### Placement by cell class

(6 px per um) Fill, decap, tap and diode cells in grey.
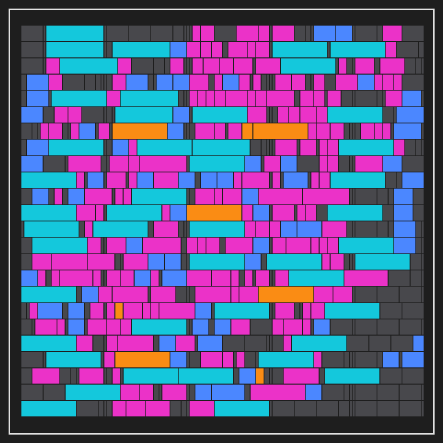
### Met2 routing

(6 px per um) Cells faint in the background.
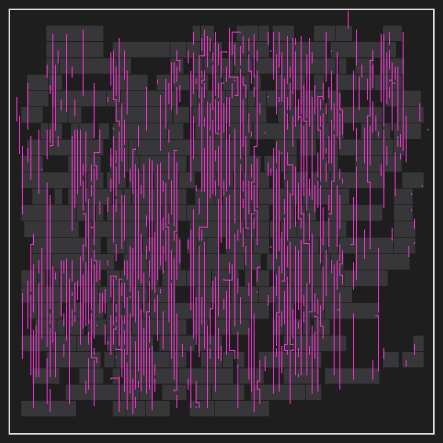
### Pin placement

(4 px per um) Pins as bars across the die edge, other pins in grey.
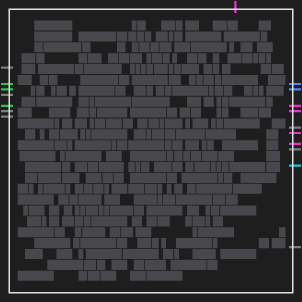
### Clock distribution

(8 px per um)
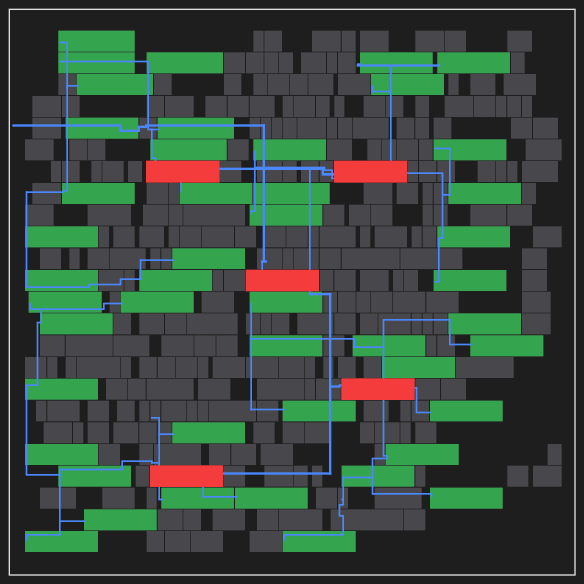
### Clock wiring as the flow saved it

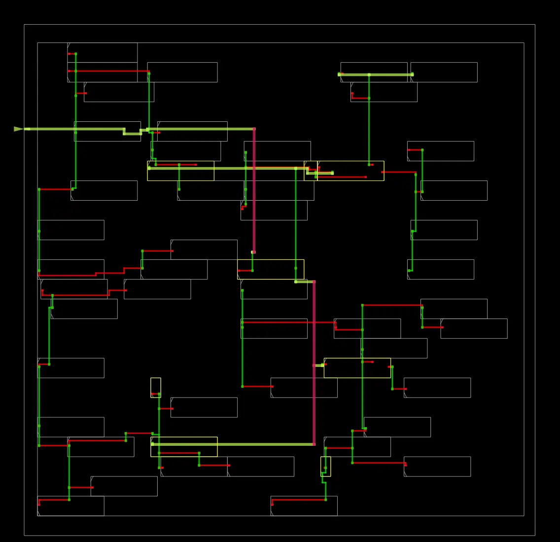
--- config.mk ---
export PLATFORM = sky130hd
export DESIGN_NAME = display_anim_scheduler
export DESIGN_NICKNAME = d
export VERILOG_FILES = /design/src/rtl/display_anim_scheduler.sv
export SDC_FILE = /design/constraint.sdc
export NUM_CORES = 1
export LEC_CHECK = 0
export CAP_MARGIN = 20
export CORE_MARGIN = 1.5
export CORE_UTILIZATION = 52
export CTS_BUF_LIST = sky130_fd_sc_hd__clkbuf_16
export CTS_CLUSTER_DIAMETER = 200
export DETAILED_ROUTE_END_ITERATION = 8
export GPL_TIMING_DRIVEN = 1
export PLACE_DENSITY = 0.87
export REMOVE_ABC_BUFFERS = 1
export SETUP_SLACK_MARGIN = 0.5
export SLEW_MARGIN = 20
export SYNTH_ARGS = -nofsm -noshare
export SYNTH_HDL_FRONTEND = slang
export SYNTH_SLANG_ARGS = --single-unit
--- constraint.sdc ---
create_clock -name clk -period 2.3 [get_ports clk]
set_clock_uncertainty 0.2 [all_clocks]
set_input_delay 0.23 -clock clk [delete_from_list [all_inputs] [get_ports clk]]
set_output_delay 0.23 -clock clk [all_outputs]
set_load 0.02 [all_outputs]
--- src/rtl/display_anim_scheduler.sv ---
// Shares one seven-segment display between three round-robin animation requesters
// and the idle banner, and generates the per-owner step index from a us/ms/step timebase.
module display_anim_scheduler #(
  parameter int CLOCK_MHZ = 50,
  parameter int US_PER_MS = 1000,
  parameter int STEP_MS   = 500,
  parameter int LEN0      = 20,
  parameter int LEN1      = 8,
  parameter int LEN2      = 12
) (
  input  logic       clk,
  input  logic       rst_n,
  input  logic       clr,
  input  logic [2:0] req_n,
  input  logic       idle_msg,
  output logic [1:0] grant,
  output logic [4:0] step,
  output logic       step_stb,
  output logic       busy,
  output logic       done,
  output logic       idle_sel
);

  localparam int US_W = (CLOCK_MHZ > 1) ? $clog2(CLOCK_MHZ) : 1;
  localparam int MS_W = (US_PER_MS > 1) ? $clog2(US_PER_MS) : 1;
  localparam int ST_W = (STEP_MS > 1) ? $clog2(STEP_MS) : 1;

  generate
    if (LEN0 < 2 || LEN0 > 32) begin : g_len0_bad
      $error("LEN0 must be in 2..32");
    end
    if (LEN1 < 2 || LEN1 > 32) begin : g_len1_bad
      $error("LEN1 must be in 2..32");
    end
    if (LEN2 < 2 || LEN2 > 32) begin : g_len2_bad
      $error("LEN2 must be in 2..32");
    end
    if (CLOCK_MHZ < 1 || US_PER_MS < 1 || STEP_MS < 1) begin : g_tb_bad
      $error("timebase parameters must be at least 1");
    end
  endgenerate

  typedef enum logic [0:0] {IDLE, RUN} state_t;

  state_t          state;
  logic [2:0]      req_n_meta;
  logic [2:0]      req_n_sync;
  logic            idle_meta;
  logic [1:0]      ptr;
  logic [US_W-1:0] us_cnt;
  logic [MS_W-1:0] ms_cnt;
  logic [ST_W-1:0] st_cnt;

  logic [2:0] req;
  logic       any_req;
  logic [1:0] c0;
  logic [1:0] c1;
  logic [1:0] c2;
  logic [1:0] winner;
  logic       us_last;
  logic       ms_last;
  logic       st_last;
  logic       tick;
  logic [4:0] cur_last;

  // Two-flop synchronisers; requests idle high so a cleared sync stage means "no request".
  always_ff @(posedge clk or negedge rst_n) begin
    if (!rst_n) begin
      req_n_meta <= 3'b111;
      req_n_sync <= 3'b111;
      idle_meta  <= 1'b0;
      idle_sel   <= 1'b0;
    end else if (clr) begin
      req_n_meta <= 3'b111;
      req_n_sync <= 3'b111;
      idle_meta  <= 1'b0;
      idle_sel   <= 1'b0;
    end else begin
      req_n_meta <= req_n;
      req_n_sync <= req_n_meta;
      idle_meta  <= idle_msg;
      idle_sel   <= idle_meta;
    end
  end

  assign req     = ~req_n_sync;
  assign any_req = |req;

  function automatic logic [1:0] rr_next(input logic [1:0] p);
    return (p == 2'd2) ? 2'd0 : p + 2'd1;
  endfunction

  // Search order ptr+1, ptr+2, ptr: the last owner is always the lowest priority.
  always_comb begin
    c0     = rr_next(ptr);
    c1     = rr_next(c0);
    c2     = rr_next(c1);
    winner = c2;
    if (req[c1]) winner = c1;
    if (req[c0]) winner = c0;
  end

  assign us_last = (us_cnt == US_W'(CLOCK_MHZ - 1));
  assign ms_last = (ms_cnt == MS_W'(US_PER_MS - 1));
  assign st_last = (st_cnt == ST_W'(STEP_MS - 1));
  assign tick    = (state == RUN) && us_last && ms_last && st_last;

  always_comb begin
    cur_last = 5'd0;
    case (grant)
      2'd1:    cur_last = 5'(LEN0 - 1);
      2'd2:    cur_last = 5'(LEN1 - 1);
      2'd3:    cur_last = 5'(LEN2 - 1);
      default: cur_last = 5'd0;
    endcase
  end

  always_ff @(posedge clk or negedge rst_n) begin
    if (!rst_n) begin
      state    <= IDLE;
      grant    <= 2'd0;
      step     <= 5'd0;
      step_stb <= 1'b0;
      busy     <= 1'b0;
      done     <= 1'b0;
      ptr      <= 2'd2;
      us_cnt   <= '0;
      ms_cnt   <= '0;
      st_cnt   <= '0;
    end else if (clr) begin
      state    <= IDLE;
      grant    <= 2'd0;
      step     <= 5'd0;
      step_stb <= 1'b0;
      busy     <= 1'b0;
      done     <= 1'b0;
      ptr      <= 2'd2;
      us_cnt   <= '0;
      ms_cnt   <= '0;
      st_cnt   <= '0;
    end else begin
      step_stb <= 1'b0;
      done     <= 1'b0;
      case (state)
        IDLE: begin
          us_cnt <= '0;
          ms_cnt <= '0;
          st_cnt <= '0;
          if (any_req) begin
            state <= RUN;
            grant <= winner + 2'd1;
            busy  <= 1'b1;
            ptr   <= winner;
            step  <= 5'd0;
          end
        end
        RUN: begin
          // Every grant change happens on a tick, where all three counters wrap to 0,
          // so the next owner always starts with a full step period.
          us_cnt <= us_last ? '0 : us_cnt + US_W'(1);
          if (us_last) ms_cnt <= ms_last ? '0 : ms_cnt + MS_W'(1);
          if (us_last && ms_last) st_cnt <= st_last ? '0 : st_cnt + ST_W'(1);
          if (tick) begin
            step_stb <= 1'b1;
            if (step != cur_last) begin
              step <= step + 5'd1;
            end else begin
              step <= 5'd0;
              if (!any_req) begin
                state <= IDLE;
                grant <= 2'd0;
                busy  <= 1'b0;
                done  <= 1'b1;
              end else if (winner != ptr) begin
                grant <= winner + 2'd1;
                ptr   <= winner;
              end
            end
          end
        end
        default: state <= IDLE;
      endcase
    end
  end

endmodule

==> impl_metrics.py <==
# Flow results
metrics = {
    "logic_synthesis": {
        "postSynthSeqShare": 0.489,
        "synth.top_cell.area_share": 0.412,
        "synth_cell_types": 45,
        "ff_type": "dfrtp_1",
        "synth-adder-area-share": 0.0264,
        "syn-cell-area_um2": 2370,
        "ys_sh_aoi": 0.119,
        "ys_warn_count": 0,
    },
    "worst_setup_path": {
        "worstSetupStartpointType": "register",
        "cp_max_fo": 3,
        "worstPathRequired_ns": 2.28,
        "timing.critical_path.from": "ms_cnt[0]",
        "r2r_end": "st_cnt[7]",
        "end_kind": "register",
        "crit_buf_inv": 1,
        "crit_path_top_delay_cell": "or4_4",
        "reg2reg_depth": 8,
        "path_delay_family": "simple AND/OR/NAND/NOR gates",
    },
    "routing": {
        "route.met3.wl_um": 258,
        "ant_nets": 0,
        "via_per_inst": 5.81,
        "wl_met2_mm": 3.25,
        "top_layer": "met4",
        "wl_mm": 6.04,
    },
    "final_layout": {
        "antenna_cells": 0,
        "layout-drive-gt1-share": 0.366,
        "sh_comb_area": 0.416,
        "clock_area_frac": 0.0410,
        "dominant_cells": "combinational gates",
        "buf_share": 0.169,
        "nonClockBufferCount": 67,
        "num-fill-cells": 257,
        "area.growth.synth_to_final_pct": 41.7,
    },
    "final_timing": {
        "finalHoldViolCount": 0,
        "fin_setup_tns_ns": 0,
        "slew_headroom": 0.612,
        "finalSetupViolations": 0,
        "fin_crit_sh": 0.988,
    },
    "floorplan": {
        "fp_util": 0.541,
        "io-pin-count": 18,
    },
    "worst_hold_path": {
        "min_from": "idle_meta",
        "min_path_type": "reg -> reg",
        "hold_depth": 1,
    },
    "clocking": {
        "clockRootBuffer": "clkbuf_16",
        "post_cts.repair.setup_buffers": 9,
        "clock_path_buffers": 2,
        "cts_tree": "yes",
    },
    "global_route": {
        "grt_use_met2": 0.412,
        "grt_pass1_vias": 2042,
        "use_met3": 0.0519,
        "antenna_found_initial": 0,
        "grt.total_usage": 0.234,
        "grt_pass1_wl_mm": 9.15,
        "busiest_layer": "met2",
    },
    "pwr": {
        "power.density_nw_per_um2": 525,
        "ir_drop_uv": 446,
    },
    "flow_run": {
        "maxCapViolations": 0,
        "warnings": 28,
    },
    "placed_design": {
        "hpwl_mm": 3.55,
        "io_buffer_count": 17,
        "place_congestion": 0.847,
    },
    "run_status": {
        "status": "finished, final reports clean",
    },
}
About 'Placement by cell class':
blue -> remaining buffers and delay cells  # cells 67
orange -> clock drivers and dummy loads  # cells 8
magenta -> remaining logic cells  # cells 196
cyan -> registers  # cells 46
row count: 24
Util after Layout: 0.767

About 'Met2 routing':
longest straight run = 40.8 um
wire length on this layer = 3250 um
nets with wire on the layer = 296
share of all routed wire = 54%

About 'Pin placement':
magenta -> step  # pins 5, direction output, edge 4 right, 1 top
cyan -> step_stb  # pins 1, direction output, edge right
blue -> grant  # pins 2, direction output, edge right
green -> req_n  # pins 3, direction input, edge left
Die X: 70.5 um
die extent in y: 70.5 um

About 'Clock distribution':
blue -> clock wires  # length 525 um
red -> clock-net drivers  # count 5
green -> flip-flops  # count 46
flops lie = spread over the die

About 'Clock wiring as the flow saved it':
Seq Cell Count: 46
# clk buffers: 5
TritonCTS buffer count: 5

## through the flow
stage	cell area, um^2	total power [uW]	cells	setup WS (ns)	hold slack (ns)
floorplan	2330	965	242	-0.134	-0.266
global placement	2800	1050	342	-0.0459	0.138
detailed placement	2800	1060	342	-0.165	0.144
CTS	3100	1750	360	0.0787	0.288
global route	3360	1830	369	-0.0329	0.319
finish	3360	1760	369	0.0272	0.293
## power by group
group	internal (uW)	switching (uW)	total [uW]	leakage, uW
sequential	833	21.7	855	0.000613
clock	393	285	678	0.0000724
combinational	94.1	137	231	0.000762
total	1320	444	1760	0.00145
## synthesized netlist by cell type (all sizes together) (6+ instances only)
cell,instances
xnor2,8
o21ai,17
or2,6
dfstp,7
nand4,7
clkbuf,10
nand2,22
nand3,14
xor2,10
and3,6
inv,8
nor2,35
a21oi,10
dfrtp,39
No activity file was given, so power comes from the tool's default toggle rates.
